## src/rtl/axil_reg_pkg.sv

```systemverilog
// Shared constants, FSM state type and mask helper for the AXI4-Lite register bridge.
package axil_reg_pkg;

    localparam logic [1:0] RESP_OKAY   = 2'b00;
    localparam logic [1:0] RESP_SLVERR = 2'b10;
    localparam logic [1:0] RESP_DECERR = 2'b11;

    typedef enum logic [2:0] {
        ST_IDLE    = 3'd0,
        ST_WR_REQ  = 3'd1,
        ST_RD_REQ  = 3'd2,
        ST_WR_RESP = 3'd3,
        ST_RD_RESP = 3'd4
    } state_t;

    // Mask of the address bits below a power-of-two byte count (span or word size).
    function automatic logic [63:0] low_mask(input int nbytes);
        return 64'(nbytes - 1);
    endfunction

endpackage

```

## src/rtl/axil_reg_bridge_hold.sv

```systemverilog
// One-entry holding register for an AXI address or data channel.
// Ready is registered and means "empty"; the entry frees on the response handshake.
module axil_hold_reg #(
    parameter int WIDTH = 32
) (
    input  logic             s_axi_aclk,
    input  logic             s_axi_areset,
    input  logic [WIDTH-1:0] in_data,
    input  logic             in_valid,
    output logic             in_ready,
    input  logic             free,
    output logic             full,
    output logic [WIDTH-1:0] data
);

    // Capture on valid&&ready, release on free; ready tracks the empty state.
    always_ff @(posedge s_axi_aclk) begin
        if (s_axi_areset) begin
            full     <= 1'b0;
            in_ready <= 1'b0;
            data     <= '0;
        end else if (in_valid && in_ready) begin
            full     <= 1'b1;
            in_ready <= 1'b0;
            data     <= in_data;
        end else if (free) begin
            full     <= 1'b0;
            in_ready <= 1'b1;
        end else begin
            in_ready <= ~full;
        end
    end

endmodule

```

## src/rtl/axil_reg_bridge.sv

```systemverilog
// AXI4-Lite slave front-end turning one AXI access at a time into a
// request/acknowledge register access with window decode and timeout.
//
// state      | meaning
// -----------+-----------------------------------------------------------
// ST_IDLE    | waiting for a pending read or write, arbitrating fairly
// ST_WR_REQ  | reg_wr_req held, waiting for reg_ack or timeout
// ST_RD_REQ  | reg_rd_req held, waiting for reg_ack or timeout
// ST_WR_RESP | bvalid held until bready, then AW/W entries free
// ST_RD_RESP | rvalid held until rready, then AR entry frees
module axil_reg_bridge
    import axil_reg_pkg::*;
#(
    parameter int                    ADDR_WIDTH     = 32,
    parameter int                    DATA_WIDTH     = 32,
    parameter logic [ADDR_WIDTH-1:0] BASE_ADDR      = '0,
    parameter int                    ADDR_SPAN      = 4096,
    parameter int                    TIMEOUT_CYCLES = 256
) (
    input  logic                    s_axi_aclk,
    input  logic                    s_axi_areset,
    input  logic [ADDR_WIDTH-1:0]   s_axi_awaddr,
    input  logic                    s_axi_awvalid,
    output logic                    s_axi_awready,
    input  logic [DATA_WIDTH-1:0]   s_axi_wdata,
    input  logic [DATA_WIDTH/8-1:0] s_axi_wstrb,
    input  logic                    s_axi_wvalid,
    output logic                    s_axi_wready,
    output logic [1:0]              s_axi_bresp,
    output logic                    s_axi_bvalid,
    input  logic                    s_axi_bready,
    input  logic [ADDR_WIDTH-1:0]   s_axi_araddr,
    input  logic                    s_axi_arvalid,
    output logic                    s_axi_arready,
    output logic [DATA_WIDTH-1:0]   s_axi_rdata,
    output logic [1:0]              s_axi_rresp,
    output logic                    s_axi_rvalid,
    input  logic                    s_axi_rready,
    output logic                    reg_wr_req,
    output logic                    reg_rd_req,
    output logic [ADDR_WIDTH-1:0]   reg_addr,
    output logic [DATA_WIDTH-1:0]   reg_wdata,
    output logic [DATA_WIDTH/8-1:0] reg_wstrb,
    input  logic                    reg_ack,
    input  logic                    reg_err,
    input  logic [DATA_WIDTH-1:0]   reg_rdata
);

    localparam int STRB_WIDTH = DATA_WIDTH / 8;
    localparam int CNT_WIDTH  = $clog2(TIMEOUT_CYCLES + 1);
    localparam logic [ADDR_WIDTH-1:0] WIN_MASK  = ~ADDR_WIDTH'(low_mask(ADDR_SPAN));
    localparam logic [ADDR_WIDTH-1:0] WORD_MASK = ~ADDR_WIDTH'(low_mask(STRB_WIDTH));
    localparam logic [CNT_WIDTH-1:0]  CNT_LAST  = CNT_WIDTH'(TIMEOUT_CYCLES - 1);

    state_t                 state;
    logic                   last_wr;
    logic [CNT_WIDTH-1:0]   cnt;

    logic                   aw_full, w_full, ar_full;
    logic [ADDR_WIDTH-1:0]  aw_addr, ar_addr;
    logic [DATA_WIDTH+STRB_WIDTH-1:0] w_payload;
    logic [DATA_WIDTH-1:0]  w_data;
    logic [STRB_WIDTH-1:0]  w_strb;

    logic                   wr_pend, rd_pend, grant_rd, grant_wr;
    logic                   wr_hit, rd_hit;
    logic [ADDR_WIDTH-1:0]  wr_off, rd_off;
    logic                   free_wr, free_rd;

    axil_hold_reg #(.WIDTH(ADDR_WIDTH)) u_hold_aw (
        .s_axi_aclk   (s_axi_aclk),
        .s_axi_areset (s_axi_areset),
        .in_data      (s_axi_awaddr),
        .in_valid     (s_axi_awvalid),
        .in_ready     (s_axi_awready),
        .free         (free_wr),
        .full         (aw_full),
        .data         (aw_addr)
    );

    axil_hold_reg #(.WIDTH(DATA_WIDTH + STRB_WIDTH)) u_hold_w (
        .s_axi_aclk   (s_axi_aclk),
        .s_axi_areset (s_axi_areset),
        .in_data      ({s_axi_wstrb, s_axi_wdata}),
        .in_valid     (s_axi_wvalid),
        .in_ready     (s_axi_wready),
        .free         (free_wr),
        .full         (w_full),
        .data         (w_payload)
    );

    axil_hold_reg #(.WIDTH(ADDR_WIDTH)) u_hold_ar (
        .s_axi_aclk   (s_axi_aclk),
        .s_axi_areset (s_axi_areset),
        .in_data      (s_axi_araddr),
        .in_valid     (s_axi_arvalid),
        .in_ready     (s_axi_arready),
        .free         (free_rd),
        .full         (ar_full),
        .data         (ar_addr)
    );

    assign w_data  = w_payload[DATA_WIDTH-1:0];
    assign w_strb  = w_payload[DATA_WIDTH +: STRB_WIDTH];

    // A write needs both address and data; a read only its address.
    assign wr_pend  = aw_full && w_full;
    assign rd_pend  = ar_full;
    assign grant_rd = rd_pend && (!wr_pend || last_wr);
    assign grant_wr = wr_pend && !grant_rd;

    assign wr_hit = (aw_addr & WIN_MASK) == BASE_ADDR;
    assign rd_hit = (ar_addr & WIN_MASK) == BASE_ADDR;
    assign wr_off = (aw_addr - BASE_ADDR) & WORD_MASK;
    assign rd_off = (ar_addr - BASE_ADDR) & WORD_MASK;

    // Response states always hold their valid high, so ready alone completes them.
    assign free_wr = (state == ST_WR_RESP) && s_axi_bready;
    assign free_rd = (state == ST_RD_RESP) && s_axi_rready;

    // Arbitration, register handshake with timeout, and AXI response generation.
    always_ff @(posedge s_axi_aclk) begin
        if (s_axi_areset) begin
            state        <= ST_IDLE;
            last_wr      <= 1'b1;
            cnt          <= '0;
            reg_wr_req   <= 1'b0;
            reg_rd_req   <= 1'b0;
            reg_addr     <= '0;
            reg_wdata    <= '0;
            reg_wstrb    <= '0;
            s_axi_bvalid <= 1'b0;
            s_axi_bresp  <= RESP_OKAY;
            s_axi_rvalid <= 1'b0;
            s_axi_rresp  <= RESP_OKAY;
            s_axi_rdata  <= '0;
        end else begin
            case (state)
                ST_IDLE: begin
                    cnt <= '0;
                    if (grant_rd) begin
                        last_wr <= 1'b0;
                        if (rd_hit) begin
                            state      <= ST_RD_REQ;
                            reg_rd_req <= 1'b1;
                            reg_addr   <= rd_off;
                        end else begin
                            state        <= ST_RD_RESP;
                            s_axi_rvalid <= 1'b1;
                            s_axi_rresp  <= RESP_DECERR;
                            s_axi_rdata  <= '0;
                        end
                    end else if (grant_wr) begin
                        last_wr <= 1'b1;
                        if (wr_hit) begin
                            state      <= ST_WR_REQ;
                            reg_wr_req <= 1'b1;
                            reg_addr   <= wr_off;
                            reg_wdata  <= w_data;
                            reg_wstrb  <= w_strb;
                        end else begin
                            state        <= ST_WR_RESP;
                            s_axi_bvalid <= 1'b1;
                            s_axi_bresp  <= RESP_DECERR;
                        end
                    end
                end
                ST_WR_REQ: begin
                    if (reg_ack) begin
                        state        <= ST_WR_RESP;
                        reg_wr_req   <= 1'b0;
                        s_axi_bvalid <= 1'b1;
                        s_axi_bresp  <= reg_err ? RESP_SLVERR : RESP_OKAY;
                    end else if (cnt == CNT_LAST) begin
                        state        <= ST_WR_RESP;
                        reg_wr_req   <= 1'b0;
                        s_axi_bvalid <= 1'b1;
                        s_axi_bresp  <= RESP_SLVERR;
                    end else begin
                        cnt <= cnt + CNT_WIDTH'(1);
                    end
                end
                ST_RD_REQ: begin
                    if (reg_ack) begin
                        state        <= ST_RD_RESP;
                        reg_rd_req   <= 1'b0;
                        s_axi_rvalid <= 1'b1;
                        s_axi_rresp  <= reg_err ? RESP_SLVERR : RESP_OKAY;
                        s_axi_rdata  <= reg_err ? '0 : reg_rdata;
                    end else if (cnt == CNT_LAST) begin
                        state        <= ST_RD_RESP;
                        reg_rd_req   <= 1'b0;
                        s_axi_rvalid <= 1'b1;
                        s_axi_rresp  <= RESP_SLVERR;
                        s_axi_rdata  <= '0;
                    end else begin
                        cnt <= cnt + CNT_WIDTH'(1);
                    end
                end
                ST_WR_RESP: begin
                    if (s_axi_bready) begin
                        state        <= ST_IDLE;
                        s_axi_bvalid <= 1'b0;
                    end
                end
                ST_RD_RESP: begin
                    if (s_axi_rready) begin
                        state        <= ST_IDLE;
                        s_axi_rvalid <= 1'b0;
                    end
                end
                default: state <= ST_IDLE;
            endcase
        end
    end

endmodule
```

## config.mk

```make
export PLATFORM = sky130hd
export DESIGN_NAME = axil_reg_bridge
export DESIGN_NICKNAME = d
export VERILOG_FILES = /design/src/rtl/axil_reg_pkg.sv /design/src/rtl/axil_reg_bridge_hold.sv /design/src/rtl/axil_reg_bridge.sv
export SDC_FILE = /design/constraint.sdc
export NUM_CORES = 1
export LEC_CHECK = 0
export ABC_AREA = 1
export CORE_MARGIN = 4
export CORE_UTILIZATION = 48
export DETAILED_ROUTE_END_ITERATION = 12
export PLACE_DENSITY = 0.79
export SLEW_MARGIN = 10
export SYNTH_ARGS = -nofsm -noshare
export SYNTH_HDL_FRONTEND = slang
export SYNTH_HIERARCHICAL = 1
export SYNTH_SLANG_ARGS = --single-unit
export TNS_END_PERCENT = 100
```

## constraint.sdc

```tcl
create_clock -name s_axi_aclk -period 2.7 [get_ports s_axi_aclk]
set_clock_uncertainty 0.15 [all_clocks]
set_input_delay 0.54 -clock s_axi_aclk [delete_from_list [all_inputs] [get_ports s_axi_aclk]]
set_output_delay 0.54 -clock s_axi_aclk [all_outputs]
set_load 0.1 [all_outputs]
```

==> results.cfg, run 1 <==
; yosys + openroad results
[setup_path]
worstPathArrival_ps = 2590
timing.setup.critical_path_class = reg2reg
worst_r2r_startpoint = cnt[0]
critical-path-top-delay-family = simple AND/OR/NAND/NOR gates
critical_path_depth_in_cells = 12
critical_path.n_buffers_inverters = 0
cp_slowest_stage_delay_ps = 370
crit_top_cell = sky130_fd_sc_hd__nand2_1
worst-r2r-cell-count = 12
crit_path_top_delay_cell = sky130_fd_sc_hd__dfxtp_1
worstPathCellList = ha_1 -> nand3_1 -> nor2_1 -> and3_1 -> ha_1 -> nor2_1 -> nand2_1 -> nand2_1 -> nor2_2 -> nand3_4 -> nand2_1 -> a21oi_1
start_kind = flop
cp_max_fo = 36

[pwr]
seq_power_share_pct = 40.8
p_per_area_nw_per_um2 = 749.9
share_of_total_power_consumed_by_net_switching_pct = 33.48
p_int_mw = 5.950
power.ir.vdd_worst_mv = 0.5336
p_switching_mw = 2.995

[route]
drt_iter0_drc = 348
antenna_violating_nets_post_route = 0
wl_um = 22020
detailroute.via_count = 8137

[final_timing]
final-max-slew-violation-count = 0
finalCriticalPeriod_ps = 2368
rsz0062_at_grt = no
timing.final.crit_share_pct = 87.70
finalSetupTns_ps = 0

[place]
dpl_worst_slack_ps = 322.1
place_congestion = 0.8406
place_area_um2 = 11240
dp_cells = 1725
numPortBuffers = 245
detailed_place_hpwl_um = 15140

[logic_synthesis]
syn_area_um2 = 9031

[clock_tree]
cts_tree = done
ctsResizeCount = 0
cts-buffers-inserted = 23
post_cts.repair.setup_buffers = 0

[status]
status = completed

[floorplan]
die_area_um2 = 21070
fp_util_pct = 49.60
rows = 49
io_pins = 252

[finish]
layout_top_cells = sky130_fd_sc_hd__nand2_1 (376), sky130_fd_sc_hd__nor2_1 (322), sky130_fd_sc_hd__dfxtp_1 (221)
postLayoutCellArea_um2 = 11930
final_layout_size_suffix_gt1_share_pct = 13.98
syn2layout_area_growth_pct = 32.07

[run]
tool_warnings = 30

[grt]
vias_in_the_first_global_route = 7767
overflow = 0
==> run 1: area by class of cell <==
class	instances	area [um^2]
tap	229	286.5
clock inverter	1	30.03
antenna	1	2.502
inverter	145	546.8
fill	1618	6281
timing repair buffer	262	2352
multi-input combinational	868	3628
sequential	221	4424
clock buffer	34	656.9
==> run 1: registers in the layout, summed over array words and instances (netlist names), 2 cells and up <==
signal / cells
u_hold_w/data: 36
reg_wstrb: 4
cnt: 9
s_axi_bresp: 2
reg_wdata: 32
u_hold_aw/data: 30
reg_addr: 30
state: 3
u_hold_ar/data: 30
s_axi_rresp: 2
s_axi_rdata: 32
==> run 1: per-layer routing <==
layer,vias to the layer above,track usage (%),share of wire (%)
met5,-,0,0.054
met4,2,7.550,3.9
met3,57,5.363,7.1
met2,223,34.20,46
met1,3560,24.51,42
li1,4295,-,-
Figure 1. Congestion heat map (run 1).
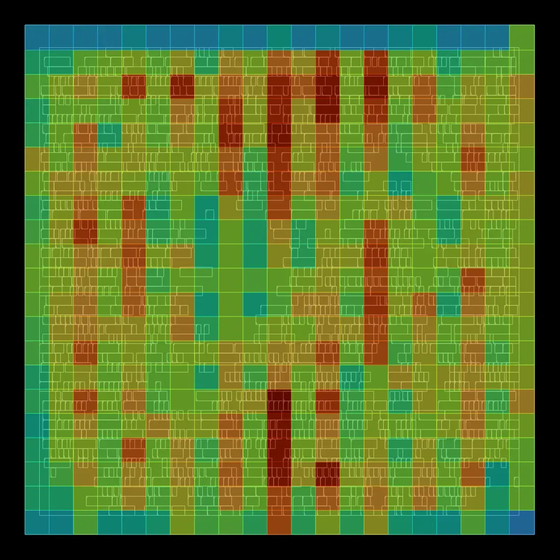
gr usage total: 20.10%
peak-usage layer in the global routing report: met2

Figure 2. Selected gate families (run 1).
The bar under the picture is 50 um long.
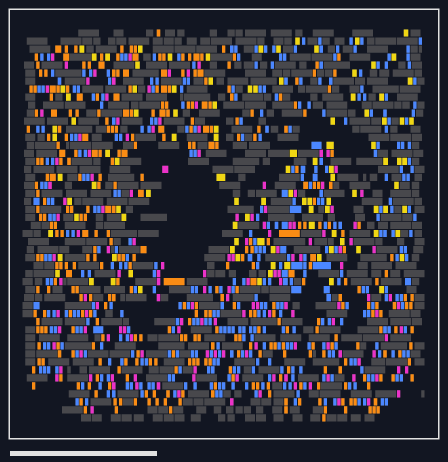
[magenta] inverters | cells: 145 | most used: inv_1
[yellow] inverting AOI/OAI gates | cells: 104 | most used: a21oi_1
[blue] NAND gates | cells: 395 | most used: nand2_1 | where: all over the die
[orange] NOR gates | cells: 357 | most used: nor2_1 | where: all over the die
dominant logic cell type in the layout: sky130_fd_sc_hd__nand2_1
logic gate fraction of the total cell area: 30.42%
number of standard cells in the layout, taps in and fillers out: 1761

Figure 3. Clock distribution (run 1).
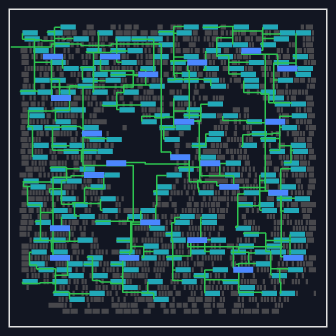
[blue] cells driving clock nets | count: 23
[cyan] flip-flops | count: 221
[green] clock wires | length: 2560 um
flops lie: all over the die
clock insertion delay at the later pin of the skew report: 490 ps
power consumed by the clock network: 2.94 mW

==> run 2, diff against run 1 <==
--- a/config.mk
+++ b/config.mk
@@ -6,6 +6,7 @@
 export NUM_CORES = 1
 export LEC_CHECK = 0
 export ABC_AREA = 1
+export CAP_MARGIN = 0
 export CORE_MARGIN = 4
 export CORE_UTILIZATION = 48
 export DETAILED_ROUTE_END_ITERATION = 12
Figure 4. Clock distribution (run 2).
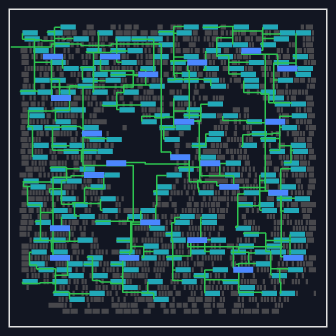
[blue] cells driving clock nets | count: 23
[cyan] flip-flops | count: 221
[green] clock wires | length: 2560 um
routed clock nets: 24
flops lie: all over the die
Clk network pwr share: 32.9%

==> results.cfg, run 2 <==
; yosys + openroad results
[grt]
gr-usage-met1_pct = 24.51
grt_util_met2_pct = 34.20
top_usage_layer = met2
overflow = 0

[clock_tree]
post_cts.repair.setup_buffers = 0
cts-buffers-inserted = 23
cts_tree = done
ctsResizeCount = 0

[place]
place_area_um2 = 11240
place_congestion = 0.8406

[setup_path]
worstPathCellList = ha_1 -> nand3_1 -> nor2_1 -> and3_1 -> ha_1 -> nor2_1 -> nand2_1 -> nand2_1 -> nor2_2 -> nand3_4 -> nand2_1 -> a21oi_1
cp_slowest_stage_delay_ps = 370
crit_top_cell = sky130_fd_sc_hd__nand2_1
worstPathArrival_ps = 2590
start_kind = flop
timing.setup.critical_path_class = reg2reg
cp_max_fo = 36

[floorplan]
fp_util_pct = 49.60
num_tap_cells = 229
io_pins = 252
rows = 49

[finish]
area.share.combinational_pct = 30.42
non_clock_buffer_area_share_pct = 19.72
filler_cell_count = 1618
final_layout_size_suffix_gt1_share_pct = 13.98
seqCellArea_um2 = 4424
postLayoutCellArea_um2 = 11930
seq-cell-share_pct = 37.09
inverters_excl_clock = 145
layout.cells.most_common = sky130_fd_sc_hd__nand2_1
signal_buffers = 262

[status]
status = completed

[route]
top_layer_used = met5
detailroute.wirelength.met3_um = 1554
drt_iter0_drc = 348

[logic_synthesis]
syn_area_um2 = 9031

[final_timing]
rsz0062_at_grt = no
timing.final.crit_share_pct = 87.70

[run]
tool_warnings = 30
==> run 2: cell counts in the layout (fill, tap and decap cells not counted) <==
Identical to the previous run, type by type.
==> run 2: worst max-delay path by stage <==
stage,start,end,depth (start not counted)
2_1_floorplan,cnt[0],s_axi_rdata[23],13
3_3_place_gp,cnt[0],s_axi_rdata[30],12
3_5_place_dp,cnt[0],s_axi_rdata[16],12
4_1_cts,cnt[0],s_axi_rdata[31],12
5_1_grt,cnt[0],s_axi_rdata[19],12
6_report,cnt[0],s_axi_rdata[16],12
==> run 2: report_power, final <==
| part | internal, mW | leakage (nW) | switching (mW) |
|---|---|---|---|
| clock | 1.75 | 0.335 | 1.19 |
| combinational | 0.692 | 3.77 | 1.66 |
| sequential | 3.50 | 1.80 | 0.145 |
| total | 5.95 | 5.90 | 3.00 |
Figure 5. Cell sizes after repair (run 2).
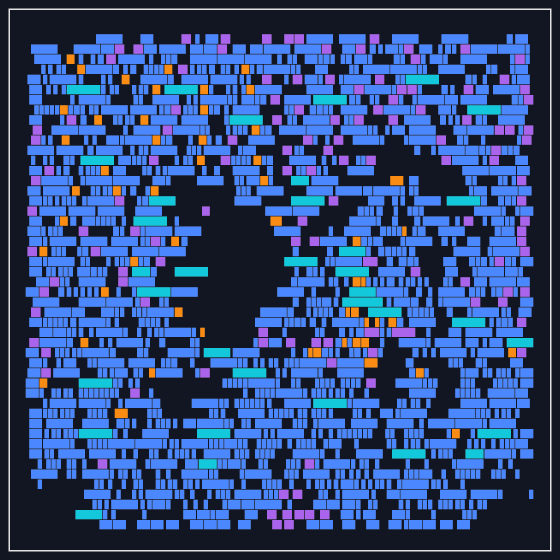

==> run 3, diff against run 2 <==
--- a/config.mk
+++ b/config.mk
@@ -10,7 +10,7 @@
 export CORE_MARGIN = 4
 export CORE_UTILIZATION = 48
 export DETAILED_ROUTE_END_ITERATION = 12
-export PLACE_DENSITY = 0.79
+export PLACE_DENSITY = 0.78
 export SLEW_MARGIN = 10
 export SYNTH_ARGS = -nofsm -noshare
 export SYNTH_HDL_FRONTEND = slang
Figure 6. Cell sizes after repair (run 3).
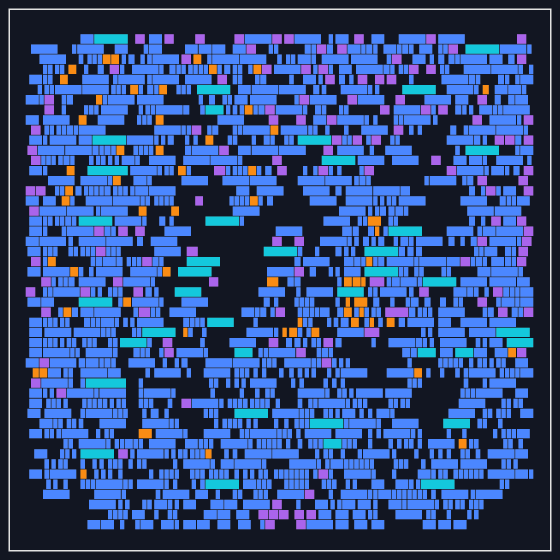
[cyan] drive 6 and up | cells: 38
[purple] drive 3 to 4 | cells: 128
[blue] drive 1 or less | cells: 1312
[orange] drive 2 | cells: 59
synthesis-to-finish area growth: 33.36%
worst path setup slack after routing: 321.1 ps
Non-clock buffers: 261
post-route design area: 12040 um^2

==> results.cfg, run 3 <==
; yosys + openroad results
[route]
avgViaCountPerCell = 4.563
first_pass_iters = 5
wl_met2_um = 10530
detailroute.wirelength.met3_um = 1459
wl_met1_um = 9649
detailroute.via_count = 8059
antenna_violating_nets_post_route = 0
drt_drc_violations_left = 0
drt_iter0_drc = 351
wl_um = 22230
top_layer_used = met5

[setup_path]
worstPathCellList = ha_1 -> nand3_1 -> nor2_1 -> and3_1 -> ha_1 -> nor2_1 -> nand2_1 -> nand2_1 -> nor2_2 -> nand3_4 -> nand2_1 -> a21oi_1
timing.reg2reg.setup_slack_ps = 320
critPathCaptureType = flop
crit_top_cell = sky130_fd_sc_hd__nand2_1
crit_path_top_delay_cell = sky130_fd_sc_hd__dfxtp_1
critical_path.n_buffers_inverters = 0
cp_slowest_stage_delay_ps = 380
cp_max_fo = 36
timing.setup.critical_path_class = reg2reg
worstPathArrival_ps = 2580
crit_required_ps = 2900
start_kind = flop

[pwr]
p_per_area_nw_per_um2 = 773.1
fin_total_pwr_mw = 9.311
power.ir.vdd_worst_mv = 0.5139
cellLeakagePower_nw = 5.972

[logic_synthesis]
yosysWarnings = 6
syn_area_um2 = 9031
number_of_cells_produced_by_synthesis = 1296
synth.avg_cell_area_um2 = 6.968

[clock_tree]
htree_num_levels = 1
clk_path_buf_depth = 3
post_cts.repair.setup_buffers = 0
clkLatencyLatePin_ps = 500
cts-buffers-inserted = 24
cts.sinks = 221
holdBufCountCts = 0
cts_tree = done
cts.reportedPaths.clkPinSlew_ps = 60
root_buffer = sky130_fd_sc_hd__clkbuf_16
ctsResizeCount = 0

[place]
place_congestion = 0.8206
dp_cells = 1724
detailed_place_hpwl_um = 15130
place_area_um2 = 11230
numPortBuffers = 245

[grt]
gr-usage-met1_pct = 25.13
grt_pass1_wl_um = 36870
grt_util_all_layers_pct = 20.31
grt_util_met2_pct = 35.35
grt_max_degree = 64
top_usage_layer = met2
overflow = 0
antenna_violations_before_repair = 1

[floorplan]
fp_util_pct = 49.60
io_pins = 252
die_y_um = 145.2
dieWidth_um = 145.2
core_area_um2 = 18210
die_area_um2 = 21070
rows = 49

[finish]
fin_nets = 1664
antenna_diodes = 0
layout.cells.most_common = sky130_fd_sc_hd__nand2_1
largest_reg_flops = 36
reg_top3 = u_hold_w/data: 36 flops, reg_wdata: 32 flops, s_axi_rdata: 32 flops
max_flop_register = u_hold_w/data
filler_cell_count = 1573
finalNonFillerCells = 1766
layout_top_cells = sky130_fd_sc_hd__nand2_1 (376), sky130_fd_sc_hd__nor2_1 (322), sky130_fd_sc_hd__dfxtp_1 (221)
final_layout_size_suffix_gt1_share_pct = 14.64

[status]
status = completed

[final_timing]
hold_ws_ps = 220.1
report.final.hold_viol_count = 0
worst_slew_pin_slew_ps = 669.3
finalSetupTns_ps = 0
timing.final.crit_share_pct = 88.11
rsz0062_at_grt = no
setup_viol_count_final = 0
maxSlewHeadroom_pct = 55.38
final-max-slew-violation-count = 0

[run]
max_cap_violations = 0
tool_warnings = 30

[min_path]
path_type_of_the_worst_min_delay_path = in2reg
-- run 3: layout make-up --
type,instances,area [um^2],share of cell area (%)
clock buffer,32,701.9,5.828
multi-input combinational,868,3628,30.13
timing repair buffer,261,2345,19.47
tap,229,286.5,2.379
inverter,145,546.8,4.540
clock inverter,10,111.4,0.9246
sequential,221,4424,36.73
-- run 3: where the power goes --
group	switching, mW	internal, mW
clock network	1.29	2.01
logic	1.67	0.690
registers	0.145	3.50
total	3.10	6.21
-- run 3: final timing paths --
check	from	endpoint	cells after the start
setup / recovery	cnt[0]	s_axi_rdata[12]	12
hold reg to reg	reg_addr[27]	reg_addr[27]	2
hold / removal	s_axi_areset	u_hold_w/in_ready	2
setup reg to reg	cnt[0]	s_axi_rdata[12]	12
No activity file was given, so power comes from the tool's default toggle rates.
